Design ysyx_22050243_lsu, sky130hd; sources not shown.
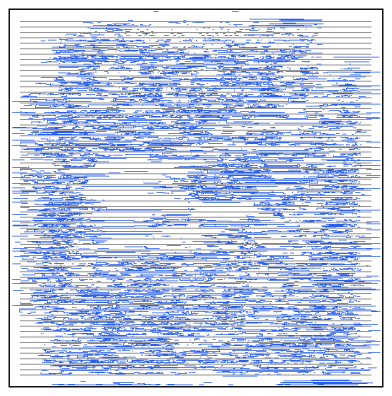
(images/layer_met1.png)
(2 px per µm) Supply wires on this layer in gray.
- share of all routed wire: 40%
- wire length on this layer: 21.7 mm
- longest straight run: 56.1 µm
- main direction: horizontal
GR met1 Demand/Resource: 0.376
vias after detailed routing: 16000
detailed-route wire length: 53500 µm

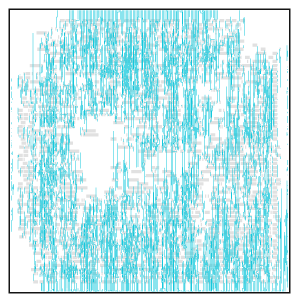
(images/layer_met2.png)
(1.5 px per µm) Cells faint in the background.
- nets with wire on the layer: 2241
- main direction: vertical
- wire length on this layer: 25.3 mm
Global Route met2 Usage: 0.474

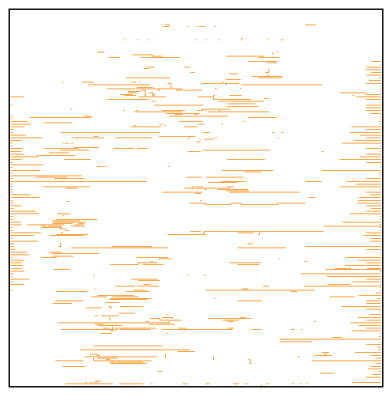
(images/layer_met3.png)
(2 px per µm)
- wire length on this layer: 4250 µm
- nets with wire on the layer: 348
- share of all routed wire: 8.0%
met3 Use GR: 0.0415

==> metrics.log <==
[report] implementation figures
[metrics] run status: completed
[metrics] sequential cell area: 4130 µm²
[metrics] initial antenna violation count: 5
[metrics] CP Data Required Time: 2.24 ns
[metrics] total negative setup slack: 0 ns
[metrics] Vias per Instance: 5.17
[metrics] async set or reset register ratio after synthesis: 0
[metrics] clock latency at the later pin of the worst-skew pair: 0.53 ns
[metrics] critical path's most frequent cell: inv_1
[metrics] total of endpoints with negative setup slack in the final report: 0
[metrics] area of the mapped netlist: 13100 µm²
[metrics] Core ar.: 31100 µm²
[metrics] aggregate global routing overflow: 0
[metrics] Crit Path Max Fanout: 25
[metrics] proportion of cell area occupied by multi-input gates: 0.360
[metrics] Critical Path Start Type: register
[metrics] Clock buf/inv share: 0.0450
[metrics] count of clock buffers in the final design: 36
[metrics] cell area after layout: 19300 µm²
[metrics] Yosys top cell area share: 0.314
[metrics] count of distinct cell types in the synthesized netlist: 29
[metrics] synthesized netlist cell count: 2272
[metrics] first-pass GRT wire length: 82200 µm
[metrics] net switching power: 7600 µW
[metrics] DRC violations left: 0
[metrics] ys cells: 2272
[metrics] number of warning messages in the yosys log: 0
[metrics] number of DRC violations after detailed-routing iteration 0: 1169
[metrics] DPL Wire Length: 38300 µm
[metrics] CTS tree: built
[metrics] internal reg-to-reg setup slack: 0.28 ns
[metrics] mi-comb count: 1541
[metrics] most used standard cells in the synthesized netlist: nand2_1 (741), inv_1 (348), dfxtp_1 (206)
[metrics] Arr. time, crit path: 2.21 ns
[metrics] Detailed Routing Iterations Pass 1: 5
-- power groups by stage --
stage | registers (µW) | clock network, µW | logic, µW
after floorplan | 3950 | 0 | 5530
after global placement | 4070 | 0 | 8900
after detailed placement | 4090 | 0 | 9000
after CTS | 4040 | 3510 | 9220
after global routing | 4130 | 3660 | 10400
final | 4060 | 3480 | 9370
-- routing by layer --
metal,vias to the layer above,wire [µm],global-route usage
met5,-,0,0
li1,7829,-,-
met1,7274,21700,0.376
met2,717,25300,0.474
met4,0,2310,0.124
met3,134,4250,0.0415
-- timing repair --
item,CTS,global route
pin swaps,1,0
gates cloned,1,1
resized,13,8
endpoints found under the hold margin,0,0
buffers inserted,5,0
setup endpoints to repair,178,25
-- cell usage in the layout, fill, tap and decap left out, types with 3 or more instances in the layout --
| cell type | instances |
|---|---|
| dlymetal6s2s_1 | 4 |
| nor2_1 | 188 |
| a21oi_1 | 153 |
| buf_6 | 6 |
| clkinv_2 | 3 |
| buf_12 | 23 |
| o211ai_1 | 64 |
| buf_4 | 37 |
| nand4_1 | 3 |
| o22ai_1 | 14 |
| dfxtp_1 | 204 |
| inv_1 | 346 |
| clkbuf_16 | 26 |
| nand2_1 | 739 |
| nand3_1 | 131 |
| o21ai_1 | 50 |
| o21ai_0 | 148 |
| bufinv_16 | 4 |
| clkdlybuf4s50_1 | 456 |
| mux2i_1 | 13 |
| inv_2 | 9 |
| diode_2 | 5 |
| clkbuf_1 | 6 |
| nor2_2 | 6 |
| a211oi_1 | 4 |
| conb_1 | 6 |
| nand2_2 | 6 |
| clkbuf_8 | 5 |
-- critical path: cells and delay by family, from the launching register on --
kind / cells / cell delay (ns)
adder cells (fa/ha/maj): 1 / 0.27
flip-flops: 1 / 0.36
buffers and inverters: 4 / 0.89
AND/OR/NAND/NOR: 1 / 0.14
No activity file was given, so power comes from the tool's default toggle rates.
